--- src/rtl/ahb_dma_read_master.sv ---
// AHB-Lite read master: turns one staged DMA command into an INCR word burst
// and streams each returned word out with a single-cycle valid strobe.
module ahb_dma_read_master (
  input  logic        HCLK,
  input  logic        HRESETn,
  input  logic        i_cmd_valid,
  input  logic [15:0] i_RCC_DMA_ADDR_HIGH,
  input  logic [15:0] i_RCC_DMA_ADDR_LOW,
  input  logic [5:0]  i_RCC_BUFFER_LENGTH,
  output logic [31:0] HADDR,
  output logic [1:0]  HTRANS,
  output logic        HWRITE,
  output logic [2:0]  HSIZE,
  output logic [2:0]  HBURST,
  output logic [3:0]  HPROT,
  output logic        HMASTLOCK,
  input  logic        HREADY,
  input  logic        HRESP,
  input  logic [31:0] HRDATA,
  output logic [31:0] o_rd_data,
  output logic        o_rd_valid,
  output logic        o_busy,
  output logic        o_done,
  output logic        o_error
);

  localparam logic [1:0] TRANS_IDLE   = 2'b00;
  localparam logic [1:0] TRANS_NONSEQ = 2'b10;
  localparam logic [1:0] TRANS_SEQ    = 2'b11;

  typedef enum logic [1:0] {S_IDLE, S_ADDR, S_LAST, S_ERR} state_t;

  state_t      state, state_nx;
  logic [31:0] haddr_nx;
  logic [1:0]  htrans_nx;
  logic [5:0]  addr_left, addr_left_nx;
  logic        data_pend, data_pend_nx;
  logic [31:0] rd_data_nx;
  logic        rd_valid_nx, busy_nx, done_nx, error_nx;
  logic [31:0] addr_inc;
  logic        unused_addr_bits;

  assign HWRITE    = 1'b0;
  assign HSIZE     = 3'b010;
  assign HBURST    = 3'b001;
  assign HPROT     = 4'b0011;
  assign HMASTLOCK = 1'b0;

  assign addr_inc         = HADDR + 32'd4;
  assign unused_addr_bits = ^i_RCC_DMA_ADDR_LOW[1:0];

  always_ff @(posedge HCLK) begin
    if (!HRESETn) state <= S_IDLE;
    else          state <= state_nx;
  end

  // addr_left counts address phases still to be accepted, including the one on the bus
  always_comb begin
    state_nx     = state;
    haddr_nx     = HADDR;
    htrans_nx    = HTRANS;
    addr_left_nx = addr_left;
    data_pend_nx = data_pend;
    rd_data_nx   = o_rd_data;
    rd_valid_nx  = 1'b0;
    done_nx      = 1'b0;
    error_nx     = 1'b0;
    case (state)
      S_IDLE: begin
        if (i_cmd_valid) begin
          if (i_RCC_BUFFER_LENGTH == 6'd0) begin
            done_nx = 1'b1;
          end else begin
            state_nx     = S_ADDR;
            haddr_nx     = {i_RCC_DMA_ADDR_HIGH, i_RCC_DMA_ADDR_LOW[15:2], 2'b00};
            htrans_nx    = TRANS_NONSEQ;
            addr_left_nx = i_RCC_BUFFER_LENGTH;
            data_pend_nx = 1'b0;
          end
        end
      end
      S_ADDR: begin
        if (data_pend && !HREADY && HRESP) begin
          htrans_nx = TRANS_IDLE;
          state_nx  = S_ERR;
        end else if (HREADY) begin
          if (data_pend && !HRESP) begin
            rd_data_nx  = HRDATA;
            rd_valid_nx = 1'b1;
          end
          data_pend_nx = 1'b1;
          if (addr_left == 6'd1) begin
            htrans_nx = TRANS_IDLE;
            state_nx  = S_LAST;
          end else begin
            // a burst may not cross a 1 KB boundary, so restart it there
            haddr_nx     = addr_inc;
            htrans_nx    = (addr_inc[9:0] == 10'd0) ? TRANS_NONSEQ : TRANS_SEQ;
            addr_left_nx = addr_left - 6'd1;
          end
        end
      end
      S_LAST: begin
        if (!HREADY && HRESP) begin
          state_nx = S_ERR;
        end else if (HREADY) begin
          if (HRESP) begin
            error_nx = 1'b1;
          end else begin
            rd_data_nx  = HRDATA;
            rd_valid_nx = 1'b1;
            done_nx     = 1'b1;
          end
          data_pend_nx = 1'b0;
          state_nx     = S_IDLE;
        end
      end
      S_ERR: begin
        htrans_nx = TRANS_IDLE;
        if (HREADY) begin
          error_nx     = 1'b1;
          data_pend_nx = 1'b0;
          state_nx     = S_IDLE;
        end
      end
      default: state_nx = S_IDLE;
    endcase
    busy_nx = (state != S_IDLE) || (state_nx != S_IDLE);
  end

  always_ff @(posedge HCLK) begin
    if (!HRESETn) begin
      HADDR      <= 32'd0;
      HTRANS     <= TRANS_IDLE;
      addr_left  <= 6'd0;
      data_pend  <= 1'b0;
      o_rd_data  <= 32'd0;
      o_rd_valid <= 1'b0;
      o_busy     <= 1'b0;
      o_done     <= 1'b0;
      o_error    <= 1'b0;
    end else begin
      HADDR      <= haddr_nx;
      HTRANS     <= htrans_nx;
      addr_left  <= addr_left_nx;
      data_pend  <= data_pend_nx;
      o_rd_data  <= rd_data_nx;
      o_rd_valid <= rd_valid_nx;
      o_busy     <= busy_nx;
      o_done     <= done_nx;
      o_error    <= error_nx;
    end
  end

endmodule

--- config.mk ---
export PLATFORM = sky130hd
export DESIGN_NAME = ahb_dma_read_master
export DESIGN_NICKNAME = d
export VERILOG_FILES = /design/src/rtl/ahb_dma_read_master.sv
export SDC_FILE = /design/constraint.sdc
export NUM_CORES = 1
export LEC_CHECK = 0
export CAP_MARGIN = 20
export CORE_MARGIN = 2
export CORE_UTILIZATION = 40
export DETAILED_ROUTE_END_ITERATION = 8
export MAX_ROUTING_LAYER = met4
export PLACE_DENSITY = 0.76
export SLEW_MARGIN = 20
export SYNTH_ARGS = -nofsm -noshare
export SYNTH_HDL_FRONTEND = slang
export SYNTH_SLANG_ARGS = --single-unit
export TNS_END_PERCENT = 100
--- constraint.sdc ---
create_clock -name HCLK -period 2.96 [get_ports HCLK]
set_input_delay 0.592 -clock HCLK [delete_from_list [all_inputs] [get_ports HCLK]]
set_output_delay 0.592 -clock HCLK [all_outputs]
set_load 0.05 [all_outputs]
Wiring by layer:
Scale: 4 px per µm. Two of the layers only.
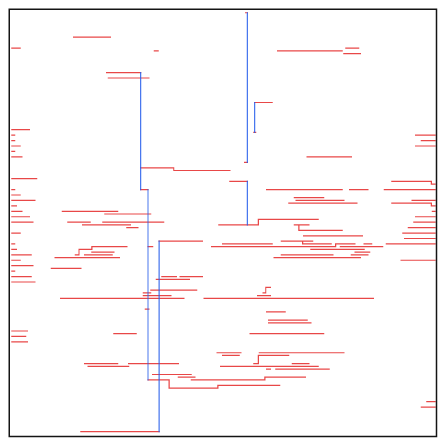
legend:
  red:
    layer: met3
    wire_length: 1,050 µm
  blue:
    layer: met4
    wire_length: 180 µm

Cell placement:
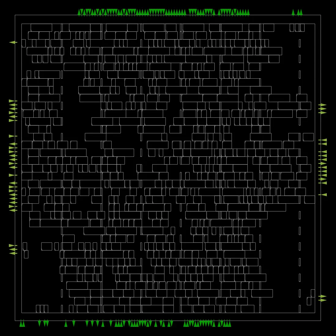
area of the core region: 10,300 µm²
count of non-filler cells in the finished layout: 811
final core area utilization: 0.572
tap cell count: 136
number of flip-flops and latches: 77

==> run_results.csv <==
group,metric,value,unit
synth,synth_top_area_share,0.367,
placed_design,dp.cells,796,
final_layout,num-nets-final,753,
critical_path,cell_with_the_largest_stage_delay_on_the_worst_path,"dfxtp_1",
detailed_routing,wl,13100,µm
synth,yosys_warnings,0,
power_and_ir_drop,vdd_drop_max,0.216,mV
floorplan,die_w,106,µm
synth,dominantRegCellSynth,"dfxtp_1",
clock_network,htreeDepth,3,
sta,hold-worst-slack,458,ps
power_and_ir_drop,power_density,503,nW/µm²
final_layout,antenna_cells,0,
floorplan,die_y,106,µm
critical_path,path_common_cell,"buf_4",
synth,syn_area,4200,µm²
critical_path,critical_path.cell_chain,"inv_1 > ha_1 > nor2b_1 > a211oi_4 > buf_4 > and2_1 > buf_4 > a21boi_0 > o21a_1",
grt,grt_first_pass_wirelength,20800,µm
grt,grt_pass1_vias,4157,
power_and_ir_drop,power.static_leakage,1.99,nW
synth,synth.avg_cell_area,7.79,µm²
critical_path,cp.arrival,2720,ps
sta,timing.final.crit_period,2460,ps
run_status,outcome,"completed",
grt,gr-max-usage-layer,"met2",
grt,grt_max_degree,41,
placed_design,dpl_worst_slack,401,ps
grt,groute.layer.met1.usage,0.311,
placed_design,gp_congestion,0.883,
clock_network,cts.sinks,77,
synth,synth.ff_latch_count,77,
clock_network,postCtsSetupRepairBufs,0,
critical_path,path_class,"reg2reg",
sta,finalHoldViolCount,0,
synth,synthArstFlopShare,0,
synth,synthDominantAreaCellType,"dfxtp_1",
grt,global_route.usage.total,0.235,
clock_network,tritoncts,"built",
sta,setup_total_negative_slack,0,ps
detailed_routing,initialDrtViolationCount,297,
floorplan,fp-utilization,0.408,
critical_path,critical_path.n_buffers_inverters,3,
synth,yosysCellCount,539,
grt,grt.overflow.total,0,
sta,max_freq,406,MHz
detailed_routing,dr_total_vias,4519,
synth,synth_sequential_area_ratio,0.367,
floorplan,placement_rows,37,
final_layout,multiInputGateArea,2400,µm²
critical_path,critical_path.max_fanout,19,
sta,finalClockPeriodUsage,0.831,
run,tool_warnings,32,
detailed_routing,via_per_inst,5.57,
sta,unrepaired_setup_endpoints_after_global_routing,"false",
critical_path,timing.critical_path.to_type,"flip-flop",
final_layout,final_cell_area,5870,µm²
hold_path,min-delay-path-class,"reg2reg",
clock_network,clk_lat_worst_skew,370,ps
clock_network,cts_made_buffers,9,
grt,antenna_violations_before_repair,0,
detailed_routing,dr.pass1.iters,5,
placed_design,place.port_buffers,140,
-- worst paths after layout --
check	from	to	slack [ps]	cells past startpoint
worst max register to register	state[1]	HADDR[7]	500	9
worst min-delay path	o_rd_data[30]	o_rd_data[30]	460	2
worst min register to register	o_rd_data[30]	o_rd_data[30]	460	2
worst max-delay path	state[1]	HADDR[7]	500	9
-- routing by layer --
| layer | vias to the layer above | wire length (µm) |
|---|---|---|
| met4 | 0 | 180 |
| met3 | 14 | 1050 |
| met2 | 211 | 6260 |
| met1 | 2100 | 5610 |
| met5 | - | 0 |
| li1 | 2194 | - |
-- area by class of cell --
class	count	area share
Inverter	8	0.00511
Sequential cell	77	0.262
Multi-Input combinational cell	414	0.408
Clock inverter	3	0.00362
Clock buffer	12	0.0264
Tap cell	136	0.0290
Timing Repair Buffer	161	0.265
-- cell families (layout without fill, tap and decap cells) --
family                   count (synthesis)  after routing  share of synthesized area
AND/OR/NAND/NOR                        219            219                      0.261
AND-OR/OR-AND                          166            166                      0.257
flip-flops                              77             77                      0.367
buffers and inverters                   60            184                     0.0722
multiplexers                             8              8                     0.0206
adder cells (fa/ha/maj)                  7              7                     0.0209
other                                    2             14                    0.00179
-- tightest hold or removal path: cells and delay by family (launching register included) --
kind,cells,cell delay (ps)
and+or+nand+nor,1,50
DFF,1,320
AOI/OAI and AO/OA,1,50
-- sequential cells by signal, summed over array words and instances (netlist names) --
signal,cells
state,2
o_error,1
data_pend,1
HTRANS,2
o_rd_data,32
o_rd_valid,1
o_busy,1
o_done,1
addr_left,6
HADDR,30
-- cells in the final DEF, fill, tap and decap left out, drive strengths merged, types with 4 or more instances in the layout --
master and n:
mux2 5, a21o 4, a41oi 5, o21ai 19, nor3 8, buf 21
a21boi 5, conb 14, a21oi 66, o31ai 6, and4 4, nand4b 5
nor2 25, clkbuf 12, nand4 14, ha 7, nand2 102, a211oi 5
o21a 6, dfxtp 77, and2 10, nand3 19, inv 7, o211ai 4
clkdlybuf4s50 140, a31oi 7, o22ai 6, o221a 5, nor4 7, nor2b 7
a22oi 12
-- synth_stat cells, types with 3 or more instances --
| cell | n |
|---|---|
| or4_1 | 3 |
| nor3_1 | 7 |
| nor4_1 | 5 |
| nand2_1 | 101 |
| mux2i_1 | 3 |
| o31ai_1 | 6 |
| buf_2 | 8 |
| buf_1 | 3 |
| a21oi_1 | 66 |
| a21boi_0 | 5 |
| nor2_1 | 25 |
| a21o_1 | 4 |
| a41oi_1 | 5 |
| inv_1 | 7 |
| a211oi_1 | 4 |
| a311oi_1 | 3 |
| a22oi_1 | 12 |
| and2_1 | 9 |
| nor2b_1 | 7 |
| o211ai_1 | 4 |
| ha_1 | 7 |
| clkbuf_1 | 25 |
| nand3_1 | 19 |
| mux2_2 | 5 |
| o21ai_0 | 19 |
| dfxtp_1 | 77 |
| and3_1 | 3 |
| or3_1 | 3 |
| o221a_2 | 5 |
| nand4_1 | 14 |
| a31oi_1 | 7 |
| o21a_1 | 6 |
| nand4b_1 | 5 |
| and4_1 | 4 |
| buf_4 | 14 |
| o22ai_1 | 6 |
-- power breakdown --
group          internal [mW]  switching (mW)
logic                  0.386           0.592
registers               1.11           0.113
clock network          0.346           0.404
Power is estimated from default activity; no workload was simulated.
